==> run_1/util_map.png <==
Bar = 50 µm. 13 x 19 tiles, from black (low) to pale yellow (high), 0 to 100% covered.
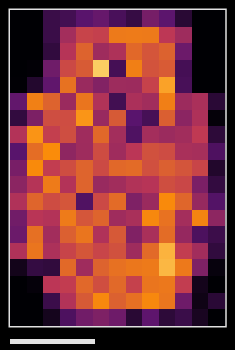
==> run_1/congestion_map.png <==
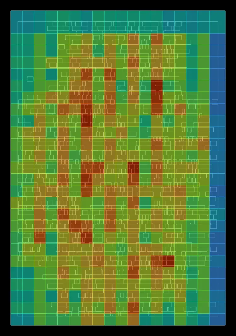
==> run_1/floorplan.png <==
Bar = 50 µm. Pins as bars on the die edge.
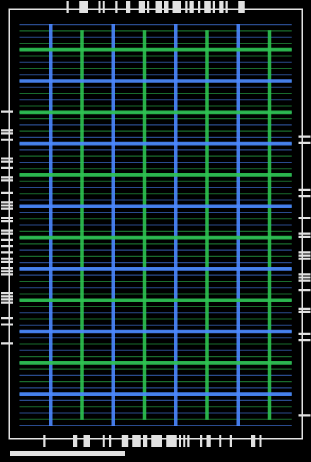
$ cat config.mk
export PLATFORM = sky130hd
export DESIGN_NAME = image_sink_flat
export DESIGN_NICKNAME = d
export VERILOG_FILES = /design/src/rtl/image_sink_pkg.sv /design/src/rtl/image_sink_if.sv /design/src/rtl/image_sink_timing.sv /design/src/rtl/image_sink.sv /design/src/flat_wrapper.sv
export SDC_FILE = /design/constraint.sdc
export NUM_CORES = 1
export LEC_CHECK = 0
export CAP_MARGIN = 25
export CORE_ASPECT_RATIO = 1.5
export CORE_MARGIN = 4
export CORE_UTILIZATION = 38
export CTS_BUF_LIST = sky130_fd_sc_hd__clkbuf_2 sky130_fd_sc_hd__clkbuf_4 sky130_fd_sc_hd__clkbuf_8
export DETAILED_ROUTE_END_ITERATION = 6
export PLACE_DENSITY = 0.61
export SETUP_SLACK_MARGIN = 0.1
export SLEW_MARGIN = 20
export SYNTH_ARGS = -nofsm -noshare
export SYNTH_HDL_FRONTEND = slang
export SYNTH_SLANG_ARGS = --single-unit
$ cat constraint.sdc
create_clock -name clk -period 7.1 [get_ports clk]
set_input_delay 1.775 -clock clk [delete_from_list [all_inputs] [get_ports clk]]
set_output_delay 1.775 -clock clk [all_outputs]
set_load 0.01 [all_outputs]
$ cat src/rtl/image_sink_pkg.sv
// Shared constants for the image_sink frame capture block: DP bus bit
// positions, default frame geometry and the capture FSM encoding.
package image_sink_pkg;

    localparam int DP_W     = 27;
    localparam int DP_VSYNC = 26;
    localparam int DP_HSYNC = 25;
    localparam int DP_DE    = 24;
    localparam int PIX_MSB  = 23;
    localparam int PIX_LSB  = 0;
    localparam int PIX_W    = PIX_MSB - PIX_LSB + 1;

    localparam int DEF_BPP    = 24;
    localparam int DEF_WIDTH  = 1280;
    localparam int DEF_HEIGHT = 720;
    localparam int DEF_ADDR_W = 20;

    typedef enum logic [1:0] {
        IDLE   = 2'd0,
        ACTIVE = 2'd1,
        DONE   = 2'd2
    } state_e;

endpackage

$ cat src/rtl/image_sink_if.sv
// Pixel input bus and frame-buffer write port of image_sink.
// The source side drives DPi and observes the write strobe.
interface image_sink_if
    import image_sink_pkg::*;
#(
    parameter int BPP    = DEF_BPP,
    parameter int ADDR_W = DEF_ADDR_W
);

    logic [DP_W-1:0]   DPi;
    logic              wr_en;
    logic [ADDR_W-1:0] wr_addr;
    logic [BPP-1:0]    wr_data;

    modport master (output DPi, input wr_en, wr_addr, wr_data);
    modport slave  (input DPi, output wr_en, wr_addr, wr_data);

endinterface

$ cat src/rtl/image_sink_timing.sv
// Frame pixel counter and line pixel counter with the per-line width check.
// pix_cnt_o is the raster address of a pixel accepted in the current cycle.
module image_sink_timing
    import image_sink_pkg::*;
#(
    parameter int EXP_WIDTH = DEF_WIDTH,
    parameter int ADDR_W    = DEF_ADDR_W
) (
    input  logic              clk,
    input  logic              rst_n,
    input  logic              frame_start_i,
    input  logic              line_start_i,
    input  logic              pix_en_i,
    output logic [ADDR_W-1:0] pix_cnt_o,
    output logic              line_end_o,
    output logic              width_err_o
);

    // One spare bit so a line running long without hsync cannot alias EXP_WIDTH.
    localparam int LINE_W = ADDR_W + 1;

    logic [ADDR_W-1:0] pix_cnt_q, pix_cnt_d;
    logic [LINE_W-1:0] line_cnt_q, line_cnt_d;

    always_comb begin
        pix_cnt_d  = frame_start_i ? '0 : pix_cnt_q;
        line_cnt_d = line_start_i  ? '0 : line_cnt_q;
        if (pix_en_i) begin
            pix_cnt_d  = pix_cnt_d + ADDR_W'(1);
            line_cnt_d = line_cnt_d + LINE_W'(1);
        end
    end

    assign pix_cnt_o   = frame_start_i ? '0 : pix_cnt_q;
    assign line_end_o  = pix_en_i && (line_cnt_d == LINE_W'(EXP_WIDTH));
    assign width_err_o = line_start_i && (line_cnt_q != '0)
                         && (line_cnt_q != LINE_W'(EXP_WIDTH));

    always_ff @(posedge clk or negedge rst_n) begin
        if (!rst_n) begin
            pix_cnt_q  <= '0;
            line_cnt_q <= '0;
        end else begin
            pix_cnt_q  <= pix_cnt_d;
            line_cnt_q <= line_cnt_d;
        end
    end

endmodule

$ cat src/rtl/image_sink.sv
// Frame capture: writes DP pixels to a frame buffer in raster order, tracks
// completed frames, a per-frame checksum and sticky geometry error flags.
module image_sink
    import image_sink_pkg::*;
#(
    parameter int BPP        = DEF_BPP,
    parameter int EXP_WIDTH  = DEF_WIDTH,
    parameter int EXP_HEIGHT = DEF_HEIGHT,
    parameter int ADDR_W     = DEF_ADDR_W
) (
    input  logic         clk,
    input  logic         rst_n,
    image_sink_if.slave  bus,
    output logic         frame_done,
    output logic [15:0]  frame_cnt,
    output logic [31:0]  checksum,
    output logic         width_err,
    output logic         height_err,
    output logic         overflow
);

    localparam int TOTAL = EXP_WIDTH * EXP_HEIGHT;

    state_e             state_q, state_d;
    logic               vsync, hsync, de;
    logic [PIX_W-1:0]   pix;
    logic               accept, frame_last, herr_set, ovf_set;
    logic [ADDR_W-1:0]  pix_addr;
    logic               width_mis, line_end_unused;
    logic [31:0]        sum_q, sum_d;
    logic               wr_en_q, frame_done_q, width_err_q, height_err_q, overflow_q;
    logic [ADDR_W-1:0]  wr_addr_q;
    logic [BPP-1:0]     wr_data_q;
    logic [15:0]        frame_cnt_q;
    logic [31:0]        checksum_q;

    assign vsync = bus.DPi[DP_VSYNC];
    assign hsync = bus.DPi[DP_HSYNC];
    assign de    = bus.DPi[DP_DE];
    assign pix   = bus.DPi[PIX_MSB:PIX_LSB];

    // vsync restarts capture in any state, so a pixel sharing its cycle is kept.
    assign accept     = de && (vsync || state_q == ACTIVE);
    assign frame_last = accept && (pix_addr == ADDR_W'(TOTAL - 1));

    image_sink_timing #(
        .EXP_WIDTH (EXP_WIDTH),
        .ADDR_W    (ADDR_W)
    ) u_timing (
        .clk           (clk),
        .rst_n         (rst_n),
        .frame_start_i (vsync),
        .line_start_i  (vsync || (hsync && state_q != IDLE)),
        .pix_en_i      (accept),
        .pix_cnt_o     (pix_addr),
        .line_end_o    (line_end_unused),
        .width_err_o   (width_mis)
    );

    always_comb begin
        state_d  = state_q;
        herr_set = 1'b0;
        ovf_set  = 1'b0;
        sum_d    = (vsync ? '0 : sum_q) + (accept ? 32'(pix) : '0);
        unique case (state_q)
            IDLE:    if (vsync) state_d = ACTIVE;
            ACTIVE:  if (vsync) herr_set = 1'b1;
            DONE: begin
                if (vsync)   state_d = ACTIVE;
                else if (de) ovf_set = 1'b1;
            end
            default: state_d = IDLE;
        endcase
        if (frame_last) state_d = DONE;
    end

    always_ff @(posedge clk or negedge rst_n) begin
        if (!rst_n) begin
            state_q      <= IDLE;
            sum_q        <= '0;
            wr_en_q      <= 1'b0;
            wr_addr_q    <= '0;
            wr_data_q    <= '0;
            frame_done_q <= 1'b0;
            frame_cnt_q  <= '0;
            checksum_q   <= '0;
            width_err_q  <= 1'b0;
            height_err_q <= 1'b0;
            overflow_q   <= 1'b0;
        end else begin
            state_q      <= state_d;
            sum_q        <= sum_d;
            wr_en_q      <= accept;
            wr_addr_q    <= pix_addr;
            wr_data_q    <= BPP'(pix);
            frame_done_q <= frame_last;
            if (frame_last) begin
                frame_cnt_q <= frame_cnt_q + 16'd1;
                checksum_q  <= sum_d;
            end
            width_err_q  <= width_err_q  | width_mis;
            height_err_q <= height_err_q | herr_set;
            overflow_q   <= overflow_q   | ovf_set;
        end
    end

    assign bus.wr_en   = wr_en_q;
    assign bus.wr_addr = wr_addr_q;
    assign bus.wr_data = wr_data_q;
    assign frame_done  = frame_done_q;
    assign frame_cnt   = frame_cnt_q;
    assign checksum    = checksum_q;
    assign width_err   = width_err_q;
    assign height_err  = height_err_q;
    assign overflow    = overflow_q;

endmodule

$ cat src/flat_wrapper.sv
// flat-port wrapper written by rule: the top's interface ports become plain ports
module image_sink_flat import image_sink_pkg::*;
#(
    parameter int BPP        = DEF_BPP,
    parameter int EXP_WIDTH  = DEF_WIDTH,
    parameter int EXP_HEIGHT = DEF_HEIGHT,
    parameter int ADDR_W     = DEF_ADDR_W
)
  (clk, rst_n, frame_done, frame_cnt, checksum, width_err, height_err, overflow, bus_DPi, bus_wr_en, bus_wr_addr, bus_wr_data);
  image_sink_if #(.BPP(BPP), .ADDR_W(ADDR_W)) bus_i ();
  input  logic clk;
  input  logic rst_n;
  output logic frame_done;
  output logic [15:0] frame_cnt;
  output logic [31:0] checksum;
  output logic width_err;
  output logic height_err;
  output logic overflow;
  input wire logic [$bits(bus_i.DPi)-1:0] bus_DPi;
  output wire logic [$bits(bus_i.wr_en)-1:0] bus_wr_en;
  output wire logic [$bits(bus_i.wr_addr)-1:0] bus_wr_addr;
  output wire logic [$bits(bus_i.wr_data)-1:0] bus_wr_data;
  assign bus_i.DPi = bus_DPi;
  assign bus_wr_en = bus_i.wr_en;
  assign bus_wr_addr = bus_i.wr_addr;
  assign bus_wr_data = bus_i.wr_data;
  image_sink #(.BPP(BPP), .EXP_WIDTH(EXP_WIDTH), .EXP_HEIGHT(EXP_HEIGHT), .ADDR_W(ADDR_W)) u_core (.clk(clk), .rst_n(rst_n), .bus(bus_i), .frame_done(frame_done), .frame_cnt(frame_cnt), .checksum(checksum), .width_err(width_err), .height_err(height_err), .overflow(overflow));
endmodule
==> results.cfg, run 1 <==
; flow metrics
[cells_and_area]
comb.multi_input.count = 542
flop-count = 172
nonClkBufAreaFrac_pct = 12.9
seq_area_mm2 = 0.00430
comb_share_pct = 35.7
layout.area.comb_mm2 = 0.00355
layout_top_cell = dfrtp_1

[clocking]
clockBufferDepth = 2

[pwr]
p_clk_share_pct = 34.7
pg_seq_uw = 1040
power_leader = sequential cells

[sta]
post-route-period-util_pct = 75.3
fmax_mhz = 187
worst_slack_ns = 1.75

[critical_path]
r2r-end = u_core.checksum[21]
ff2ff_path_depth = 11
path_max_fanout = 17
endpoint = u_core.checksum[21]
crit_arrival_ns = 5.71

[grt]
grt_pass1_wl_um = 31000
grt_pass1_vias = 6078
busiest_layer = met2

[logic_synthesis]
fp_nets = 814
synth-edff-count = 0
synthCells = 757

[job]
warnings = 26

[min_path]
holdPathEnd = u_core.width_err
min_from = u_core.width_err

[outcome]
status = complete, no violations

[route]
routed_wl_um = 18600
ant_nets = 0

[place]
io_buffers = 125
dp_hpwl_um = 13300

[floorplan]
rows = 64
Back to the opening pictures, util_map.png:
mean over tiles: 41%
tiles over 75% full: 2.4%
nearly empty tiles: 11%
fullest tile: 89%

Back to the opening pictures, congestion_map.png:
GR Util met2: 29.8%
M3 GR Usage: 3.24%

Back to the opening pictures, floorplan.png:
[VDD] green
[VSS] blue
met4 straps: 8
signal pins: 126
rows: 64
Peak VDD IR: 0.0992 mV
CORE AREA: 0.0206 mm²
Die H: 186 µm
DIE WIDTH: 127 µm

==> run 1 -> run 2 <==
==> constraint.sdc (replaced) <==
create_clock -name clk -period 5.3 [get_ports clk]
set_input_delay 1.325 -clock clk [delete_from_list [all_inputs] [get_ports clk]]
set_output_delay 1.325 -clock clk [all_outputs]
set_load 0.01 [all_outputs]
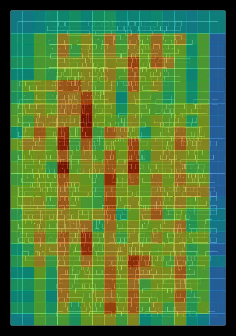
(run_2/congestion_map.png)
GR peak layer: met2
M1 GR Usage: 19.1%
M3 GR Usage: 3.53%

==> run 2 against run 1 <==
Flip-flop count stayed put. Non-clock buffer count is 8 higher. Hold slack got worse by 0.0079 ns. Sequential share of layout area is 0.18 points lower. Area after synthesis unchanged. Combinational power is 36% higher. Clock-buffer cell count grew 1. Cell count grew 0.52%. Global-route usage down 0.099 points. Critical path type unchanged. Critical endpoint is now u_core.checksum[24]. Largest cell class unchanged.
==> results.cfg, run 2 <==
; flow metrics
[sta]
post-route-period-util_pct = 82.7
fmax_mhz = 228
worst_slack_ns = 0.914

[job]
max_cap_violations = 0

[grt]
grt_pass1_vias = 6166
grt_pass1_wl_um = 30700
gr-usage-met2_pct = 29.5

[floorplan]
rows = 64
die_h_um = 186

[min_path]
min_from = u_core.overflow
holdPathEnd = u_core.overflow

[route]
dr_wl_met3_um = 542
routed_wl_um = 18500
ant_nets = 0

[cells_and_area]
flop-count = 172
finalInstanceArea_mm2 = 0.00998
layout.area.comb_mm2 = 0.00355
layout_top_cell = dfrtp_1
comb.multi_input.count = 542
comb_share_pct = 35.5
nonClkBufAreaFrac_pct = 13.5
nNonClkInverters = 16

[pwr]
power_frac_comb_pct = 14.8
p_clk_share_pct = 33.8
vdd.ir_drop.worst_mv = 0.179
pwr.group.clock_uw = 920
power_leader = sequential cells
pg_seq_uw = 1400

[outcome]
status = complete, no violations

[place]
pre_cts_ws_ns = 0.411
dp_hpwl_um = 13600

[logic_synthesis]
synth-edff-count = 0
yosys_most_used_dff = dfrtp_1
synthDominantCellAreaShare_pct = 53.7
yosys_area_mm2 = 0.00802
synth-compound-area-share_pct = 8.55
fp_nets = 814

[critical_path]
path_max_fanout = 7
r2r-end = u_core.checksum[24]
ff2ff_path_depth = 13
crit_arrival_ns = 4.73
endpoint = u_core.checksum[24]

[clocking]
clockBufferDepth = 2
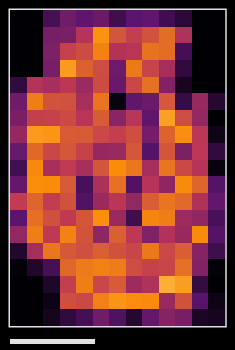
(run_2/util_map.png)
Bar = 50 µm. 13 x 19 tiles, from black (low) to pale yellow (high), 0 to 100% covered.
nearly empty tiles: 11%
fullest tile: 82%
mean over tiles: 41%
emptiest ninth of the die: north-east
tiles over 75% full: 4.9%
fin util: 48.5%
floorplan core density: 39.0%

==> run 2 -> run 3 <==
--- a/config.mk
+++ b/config.mk
@@ -11,7 +11,7 @@
 export CORE_UTILIZATION = 38
 export CTS_BUF_LIST = sky130_fd_sc_hd__clkbuf_2 sky130_fd_sc_hd__clkbuf_4 sky130_fd_sc_hd__clkbuf_8
 export DETAILED_ROUTE_END_ITERATION = 6
-export PLACE_DENSITY = 0.61
+export PLACE_DENSITY = 0.63
 export SETUP_SLACK_MARGIN = 0.1
 export SLEW_MARGIN = 20
 export SYNTH_ARGS = -nofsm -noshare
==> constraint.sdc (replaced) <==
create_clock -name clk -period 4 [get_ports clk]
set_input_delay 1 -clock clk [delete_from_list [all_inputs] [get_ports clk]]
set_output_delay 1 -clock clk [all_outputs]
set_load 0.01 [all_outputs]
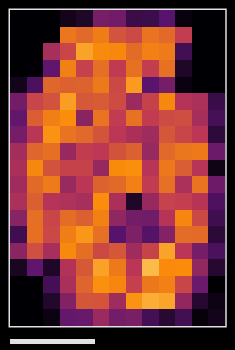
(run_3/util_map.png)
Bar = 50 µm. 13 x 19 tiles, from black (low) to pale yellow (high), 0 to 100% covered.
nearly empty tiles: 11%
emptiest ninth of the die: north-east
mean over tiles: 43%
fullest tile: 85%
tiles over 75% full: 6.1%
fin util: 51.2%

==> run 3 against run 2 <==
Clock-buffer cell count is 2 lower. Register-to-register slack worse by 0.78 ns. Non-clock buffer count up 54. First-iteration DRC count up 20%. Via count is 3.6% higher. Combinational power grew 61%. Cell count increased by 4.8%. Clock skew increased by 0.0044 ns. Sequential share of layout area shrank 2.3 points.
==> results.cfg, run 3 <==
; flow metrics
[sta]
fmax_mhz = 276
worst_slack_ns = 0.381
post-route-period-util_pct = 90.5

[route]
ant_nets = 0
routed_wl_um = 19000

[critical_path]
ff2ff_path_depth = 13
r2r-end = u_core.checksum[19]
endpoint = u_core.checksum[16]
path_max_fanout = 4
crit_arrival_ns = 4.02

[pwr]
vdd.ir_drop.worst_mv = 0.205
power_leader = sequential cells
pg_seq_uw = 1850
pwr.group.clock_uw = 1420
p_clk_share_pct = 36.2
power_frac_comb_pct = 16.5

[grt]
grt_pass1_wl_um = 31900
grt_use_met3_pct = 3.16
grt_pass1_vias = 6348
busiest_layer = met2
grtUsageMet1_pct = 19.4
gr-usage-met2_pct = 31.6

[cells_and_area]
nNonClkInverters = 16
layout_top_cell = dfrtp_1
nonClkBufAreaFrac_pct = 17.1
layout.area.comb_mm2 = 0.00359
flop-count = 172
comb.multi_input.count = 542

[logic_synthesis]
fp_nets = 814
yosys_most_used_dff = dfrtp_1
synthDominantCellAreaShare_pct = 53.7
yosys_area_mm2 = 0.00802

[place]
pre_cts_ws_ns = -0.110
dp_hpwl_um = 14200

[outcome]
status = complete, no violations

[min_path]
holdPathEnd = u_core.width_err

[clocking]
clockBufferDepth = 2

[floorplan]
die_h_um = 186
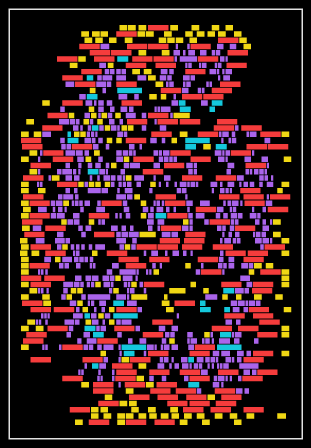
(run_3/class_map.png)
[registers] red | cells: 172
[clock drivers and dummy loads] cyan | cells: 32
[remaining buffers and delay cells] yellow | cells: 192
[remaining logic cells] purple | cells: 558
sequential share of cell area: 40.8%
Cell Rows: 64
fin area: 0.0105 mm²

No activity file was given, so power comes from the tool's default toggle rates.
